### src/rtl/mux_scan_nw.sv
// rtl/mux_scan_nw.sv - registered N-channel W-bit multiplexer with manual and auto-scan select
//
// Ports:
//   CLK    in   1       system clock, all state changes on the rising edge
//   RST_N  in   1       asynchronous active-low reset
//   D      in   N*W     flat input bus, channel k at D[k*W +: W]
//   SEL    in   SELW    manual channel select (out-of-range clamps to N-1)
//   MODE   in   1       0 = manual, 1 = auto-scan
//   EN     in   1       clock enable, 0 freezes all state
//   Y      out  W       registered data of the selected channel
//   CH     out  SELW    registered index of the channel driving Y
//   NEW    out  1       one-cycle pulse in the first cycle CH shows a new value

module mux_scan_nw #(
  parameter int W     = 8,
  parameter int N     = 4,
  parameter int SELW  = $clog2(N),
  parameter int DWELL = 16,
  parameter int CW    = (DWELL > 1) ? $clog2(DWELL) : 1
) (
  input  logic              CLK,
  input  logic              RST_N,
  input  logic [N*W-1:0]    D,
  input  logic [SELW-1:0]   SEL,
  input  logic              MODE,
  input  logic              EN,
  output logic [W-1:0]      Y,
  output logic [SELW-1:0]   CH,
  output logic              NEW
);

  localparam logic [SELW-1:0] LAST_CH  = SELW'(N - 1);
  localparam logic [CW-1:0]   LAST_CNT = CW'(DWELL - 1);
  // One extra bit so the comparison against N stays exact when N is a power of two.
  localparam logic [SELW:0]   N_EXT    = (SELW + 1)'(N);

  logic [SELW-1:0] ch_q;
  logic [SELW-1:0] nch;
  logic [SELW-1:0] sel_clamp;
  logic [CW-1:0]   cnt_q;
  logic [CW-1:0]   cnt_d;
  logic            mode_q;
  logic [W-1:0]    ysel;
  logic [W-1:0]    chan [N];

  genvar k;
  generate
    for (k = 0; k < N; k++) begin : g_chan
      assign chan[k] = D[k*W +: W];
    end
  endgenerate

  // Out-of-range selects fall back to the last channel.
  assign sel_clamp = ({1'b0, SEL} < N_EXT) ? SEL : LAST_CH;

  // Next channel and dwell count. Entering scan keeps the current channel and
  // restarts the dwell, so the first scan dwell is a full DWELL cycles long.
  always_comb begin
    nch   = ch_q;
    cnt_d = cnt_q;
    if (EN) begin
      if (!MODE) begin
        nch   = sel_clamp;
        cnt_d = '0;
      end else if (!mode_q) begin
        nch   = ch_q;
        cnt_d = '0;
      end else if (cnt_q == LAST_CNT) begin
        nch   = (ch_q == LAST_CH) ? '0 : ch_q + 1'b1;
        cnt_d = '0;
      end else begin
        nch   = ch_q;
        cnt_d = cnt_q + 1'b1;
      end
    end
  end

  // Data selected by the next channel, so Y follows live data of nch.
  always_comb begin
    ysel = chan[0];
    for (int i = 1; i < N; i++) begin
      if (nch == SELW'(i)) begin
        ysel = chan[i];
      end
    end
  end

  always_ff @(posedge CLK or negedge RST_N) begin
    if (!RST_N) begin
      ch_q   <= '0;
      cnt_q  <= '0;
      mode_q <= 1'b0;
      Y      <= '0;
      NEW    <= 1'b0;
    end else if (EN) begin
      ch_q   <= nch;
      cnt_q  <= cnt_d;
      mode_q <= MODE;
      Y      <= ysel;
      NEW    <= (nch != ch_q);
    end else begin
      NEW    <= 1'b0;
    end
  end

  assign CH = ch_q;

endmodule

### config.mk
export PLATFORM = sky130hd
export DESIGN_NAME = mux_scan_nw
export DESIGN_NICKNAME = d
export VERILOG_FILES = /design/src/rtl/mux_scan_nw.sv
export SDC_FILE = /design/constraint.sdc
export NUM_CORES = 1
export LEC_CHECK = 0
export ABC_AREA = 1
export CAP_MARGIN = 30
export CORE_ASPECT_RATIO = 1.25
export CORE_MARGIN = 2
export CORE_UTILIZATION = 39
export CTS_CLUSTER_DIAMETER = 60
export DETAILED_ROUTE_END_ITERATION = 8
export GPL_TIMING_DRIVEN = 0
export PLACE_DENSITY = 0.85
export SETUP_SLACK_MARGIN = 0.1
export SLEW_MARGIN = 5
export SYNTH_ARGS = -nofsm -noshare
export SYNTH_HDL_FRONTEND = slang
export SYNTH_SLANG_ARGS = --single-unit
### constraint.sdc
create_clock -name CLK -period 1.6 [get_ports CLK]
set_input_delay 0.4 -clock CLK [delete_from_list [all_inputs] [get_ports CLK]]
set_output_delay 0.4 -clock CLK [all_outputs]
set_load 0.02 [all_outputs]
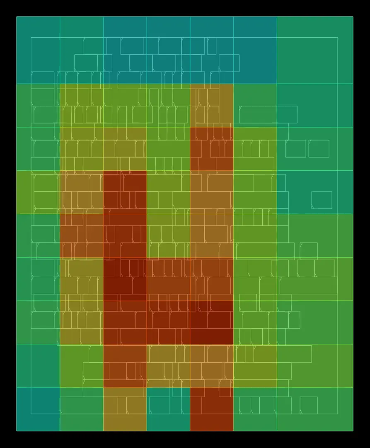
(run_1/congestion_map.png)
met1 track demand over resource: 22.3%
routed wire length per instance: 12.0 um
share of the core filled with cells in the final layout: 67.6%
most congested layer reported by global routing: met2

==> CHANGELOG.md, run 1 <==
### Implementation results

- Worst setup slack after placement: -0.525 ns
- Violations in the final reports: negative setup slack
- Yosys stat area: 1190 um^2
- Async SR Flop Fraction: 100%
- Internal power contribution: 985 uW
- Number of placed instances, taps included: 252
- Final setup TNS: -1.79 ns
- CTS tree: done
- Top cell excl fill/tap: sky130_fd_sc_hd__nand2_1
- Minimum setup slack in the final design: -0.229 ns
- Cell area power density: 780 nW/um^2
- Final setup violation count: 9
- Worst vdd ir: 571 uV
- Fin Hold WS: 0.474 ns
- Clock transition at the register clock pins on the worst setup and hold paths after CTS: 0.10 ns
- Cells taking the most area after synthesis: sky130_fd_sc_hd__dfrtp_1 (34%), sky130_fd_sc_hd__nand2_1 (15%), sky130_fd_sc_hd__inv_1 (10%)
- Final Hold Violation Tally: 0
- Max clock buf depth: 2
- Slew at the pin closest to its max-slew limit: 0.700 ns
- TritonRoute pass-1 iters: 5
- Classification of the worst setup path: reg2reg
- Number of maximum-capacitance violations: 0
- Gate Count Post-Synth: 168
- Period utilisation layout: 114%
- Number of flops mapped to enable cells by yosys: 0
- Average size of a mapped cell: 7.11 um^2
- Clock Tree Root: sky130_fd_sc_hd__clkbuf_4
- Number of DRC violations after detailed routing: 0
- Normalized max-slew margin: 53.2%
- Die area: 3530 um^2
- Number of sinks handled by clock tree synthesis: 16
- Outcome: complete, but fails checks
- Routed wire length: 3.24 mm
- Cell with the most instances after synthesis: sky130_fd_sc_hd__nand2_1
- Classification of the worst-slack hold path: reg2reg
- Switching share of total power: 36.0%
- Diode insertion count for antenna repair: 0
- Global-route wire length before repair: 5.04 mm
- Non-filler cells, final: 270
- Site Rows: 22
- Count of routing violations after the opening detailed-route iteration: 27
==> run 1: layout make-up <==
type                            count  area, um^2  area share, %
Inverter                           35         131           6.66
Multi-Input combinational cell    111         688           34.9
Tap cell                           36        45.0           2.28
Buffer                              6        76.3           3.87
Timing Repair Buffer               62         592           30.0
Sequential cell                    16         403           20.4
Clock buffer                        4        36.3           1.84
==> run 1: logic make-up after synthesis <==
| kind of cell | Yosys count | synth area share (%) |
|---|---|---|
| XOR/XNOR | 1 | 0.733 |
| AND/OR/NAND/NOR | 83 | 32.5 |
| flip-flops | 16 | 33.5 |
| AND-OR/OR-AND | 25 | 14.7 |
| adder cells (fa/ha/maj) | 2 | 2.09 |
| buffers and inverters | 41 | 16.5 |
==> run 1: worst max-delay path, stage by stage, from the launching register on <==
cell                      delay [ns]
sky130_fd_sc_hd__dfrtp_2        0.47
sky130_fd_sc_hd__ha_4           0.17
sky130_fd_sc_hd__inv_2          0.04
sky130_fd_sc_hd__nand2_1        0.06
sky130_fd_sc_hd__nand3_2        0.09
sky130_fd_sc_hd__nand3_2        0.12
sky130_fd_sc_hd__a21oi_4        0.23
sky130_fd_sc_hd__buf_2          0.19
sky130_fd_sc_hd__nand3_1        0.09
sky130_fd_sc_hd__nand3_2        0.08
sky130_fd_sc_hd__nand2_1        0.06
sky130_fd_sc_hd__nand2_1        0.07
sky130_fd_sc_hd__nand2_1        0.05
==> run 1: metrics by stage <==
step,util (%),total power [uW]
4_1_cts,64.6,1460
5_1_grt,67.6,1640
2_1_floorplan,-,903
3_3_place_gp,60.4,1160
6_report,67.6,1540
3_5_place_dp,60.4,1170
==> run 1: power by group through the flow <==
stage | Sequential [uW] | Clock, uW | Combinational [uW]
6_report | 526 | 267 | 745
5_1_grt | 535 | 290 | 816
4_1_cts | 521 | 269 | 675
3_5_place_dp | 538 | 0 | 631
3_3_place_gp | 537 | 0 | 621
2_1_floorplan | 589 | 0 | 314
==> run 1: state kept, by name, summed over array words and instances (netlist names) <==
signal  cells
Y           8
cnt_q       4
CH          2
NEW         1
mode_q      1
==> run 1: what timing repair did <==
action | CTS | global route
resized | 19 | 11
pin swaps | 5 | 13
endpoints found under the setup margin | 24 | 12
gates cloned | 2 | 0
buffers inserted | 6 | 6
==> run 1: metal layers <==
layer	share of wire, %	global-route usage (%)
met4	1.3	5.77
met2	55	35.8
met5	0	0
met3	4.5	2.04
met1	39	22.3
==> run 1: final timing paths <==
check                       from    end  slack, ns  depth (start not counted)
max                        CH[0]   Y[6]      -0.23                         12
min                         Y[7]   Y[7]       0.47                          2
max reg2reg                CH[0]   Y[6]      -0.23                         12
min reg2reg                 Y[7]   Y[7]       0.47                          2
max in group asynchronous  RST_N  CH[1]       0.59                          1
min in group asynchronous  RST_N    NEW       0.52                          1
## Run 2: what changed since run 1
ABC_CLOCK_PERIOD_IN_PS = 1600   (was unset)
PLACE_DENSITY = 0.74   (was 0.85)
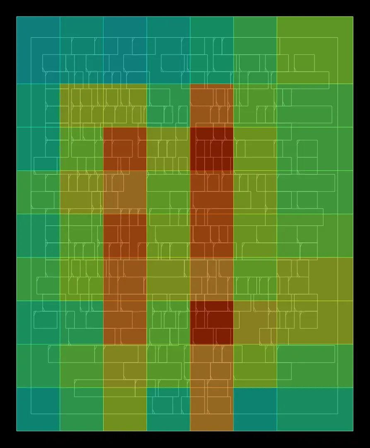
(run_2/congestion_map.png)
met1 track demand over resource: 22.8%
met3 usage in global routing: 0.452%
routed wire length per instance: 11.7 um
met2 track demand over resource in global routing: 33.3%
GR Util All Layers: 18.6%

==> run 2 against run 1 <==
The flow still finishes with violations (negative setup slack). Critical path depth stayed put. Combinational power is 5.8% lower. Non-clock buffer count is 5 lower. Worst hold slack better by 0.0093 ns. Cell area is 3.6% lower. Synthesized area stayed put. Power is 2.6% lower. Utilization is 2.4 points lower. Clock skew is 0.0014 ns higher. Via count is 1.5% lower. Flip-flop count stayed put. Critical path type unchanged.
==> CHANGELOG.md, run 2 <==
### Implementation results

- Outcome: complete, but fails checks
- Violations in the final reports: negative setup slack
- Yosys stat area: 1190 um^2
- Classification of the worst setup path: reg2reg
- Final setup violation count: 9
- Most instantiated logic cells after routing: sky130_fd_sc_hd__nand2_1 (46), sky130_fd_sc_hd__clkdlybuf4s50_1 (35), sky130_fd_sc_hd__inv_1 (29), sky130_fd_sc_hd__nand3_1 (17), sky130_fd_sc_hd__dfrtp_1 (14)
- Normalized max-slew margin: 51.0%
- CTS tree: done
- Number of flops mapped to enable cells by yosys: 0
- Classification of the worst-slack hold path: reg2reg
- Worst min-delay path startpoint: Y[3]
- Diode insertion count for antenna repair: 0
- Max clock buf depth: 2
- Clock Tree Root: sky130_fd_sc_hd__clkbuf_4
- Worst vdd ir: 456 uV
- Final setup TNS: -1.14 ns
- Async SR Flop Fraction: 100%
- Gate Count Post-Synth: 168
- Top cell excl fill/tap: sky130_fd_sc_hd__nand2_1
- Number of maximum-capacitance violations: 0
- Period utilisation layout: 110%
- TritonRoute pass-1 iters: 4
- Final Hold Violation Tally: 0
- Number of sinks handled by clock tree synthesis: 16
- Fin Hold WS: 0.483 ns
- Share of the core filled with cells in the final layout: 65.2%
- Minimum setup slack in the final design: -0.163 ns
- Routed wire length: 3.11 mm
- Reg with most FFs: Y
- Clock transition at the register clock pins on the worst setup and hold paths after CTS: 0.10 ns
- Count of routing violations after the opening detailed-route iteration: 20
- Cells taking the most area after synthesis: sky130_fd_sc_hd__dfrtp_1 (34%), sky130_fd_sc_hd__nand2_1 (15%), sky130_fd_sc_hd__inv_1 (10%)
run 2: cell types whose count changed in the layout (fill, tap and decap cells not counted), moves of 2 or more:
cell,before,now
sky130_fd_sc_hd__nand3_2,7,5
sky130_fd_sc_hd__buf_4,11,9
sky130_fd_sc_hd__nand2_1,43,46
sky130_fd_sc_hd__nand2_2,7,3
sky130_fd_sc_hd__nand3_1,15,17
run 2: final timing paths:
check                      endpoint  slack [ns]  cells after the start
hold reg to reg                Y[3]        0.48                      2
setup reg to reg               Y[2]       -0.16                     12
setup / recovery               Y[2]       -0.16                     12
min in group asynchronous      Y[4]        0.54                      1
hold / removal                 Y[3]        0.48                      2
max in group asynchronous     CH[1]        0.56                      1
run 2: worst max-delay path, cell delays in order (launching register included):
cell and delay (ns):
sky130_fd_sc_hd__dfrtp_1 0.43, sky130_fd_sc_hd__ha_4 0.18, sky130_fd_sc_hd__nand2_2 0.10, sky130_fd_sc_hd__nor2_4 0.05
sky130_fd_sc_hd__nand3_2 0.06, sky130_fd_sc_hd__nand3_2 0.08, sky130_fd_sc_hd__nand2_2 0.11, sky130_fd_sc_hd__nand2_4 0.07
sky130_fd_sc_hd__buf_12 0.14, sky130_fd_sc_hd__nor2_4 0.21, sky130_fd_sc_hd__a21oi_1 0.10, sky130_fd_sc_hd__nand2_1 0.08
sky130_fd_sc_hd__nand2_1 0.05
run 2: cell type report:
class,count,area [um^2]
fillers,291,1020
multi-input cells,111,673
repair buffers,57,532
flip-flops and latches,16,403
inverters,35,131
plain buffers,6,81.3
well taps,36,45.0
clock buffers,4,36.3
run 2: timing repair:
| item | CTS | global route |
|---|---|---|
| gates cloned | 1 | 0 |
| buffers inserted | 6 | 2 |
| endpoints found under the hold margin | 0 | 0 |
| pin swaps | 6 | 1 |
| setup endpoints to repair | 24 | 11 |
| resized | 17 | 8 |
run 2: power breakdown:
group	internal, uW	switching, uW	leakage [uW]
Combinational	347	354	0.000750
Clock	139	131	0.0000210
Sequential	473	53.3	0.000194
run 2: layer usage:
metal  routed length [um]  track usage (%)  vias to the layer above
met1                 1270             22.8                      582
met4                   23             7.37                        0
met2                 1690             33.3                       36
met5                    0                0                        -
li1                     -                -                      650
met3                  128            0.452                        5
run 2: kinds of logic (layout without fill, tap and decap cells):
family          after synthesis  after routing  synth area share (%)
fa+ha+maj                     2              2                  2.09
compound gates               25             25                  14.7
flops                        16             16                  33.5
buf+inv                      41            102                  16.5
simple gates                 83             83                  32.5
xor+xnor                      1              1                 0.733
run 2: through the flow:
step                      std cells  worst slack (ns)
after CTS                       263            -0.166
after global routing            265            -0.274
after detailed placement        252            -0.512
final                           265            -0.163
after floorplan                 168           -0.0171
after global placement          252            -0.500
Power is estimated from default activity; no workload was simulated.
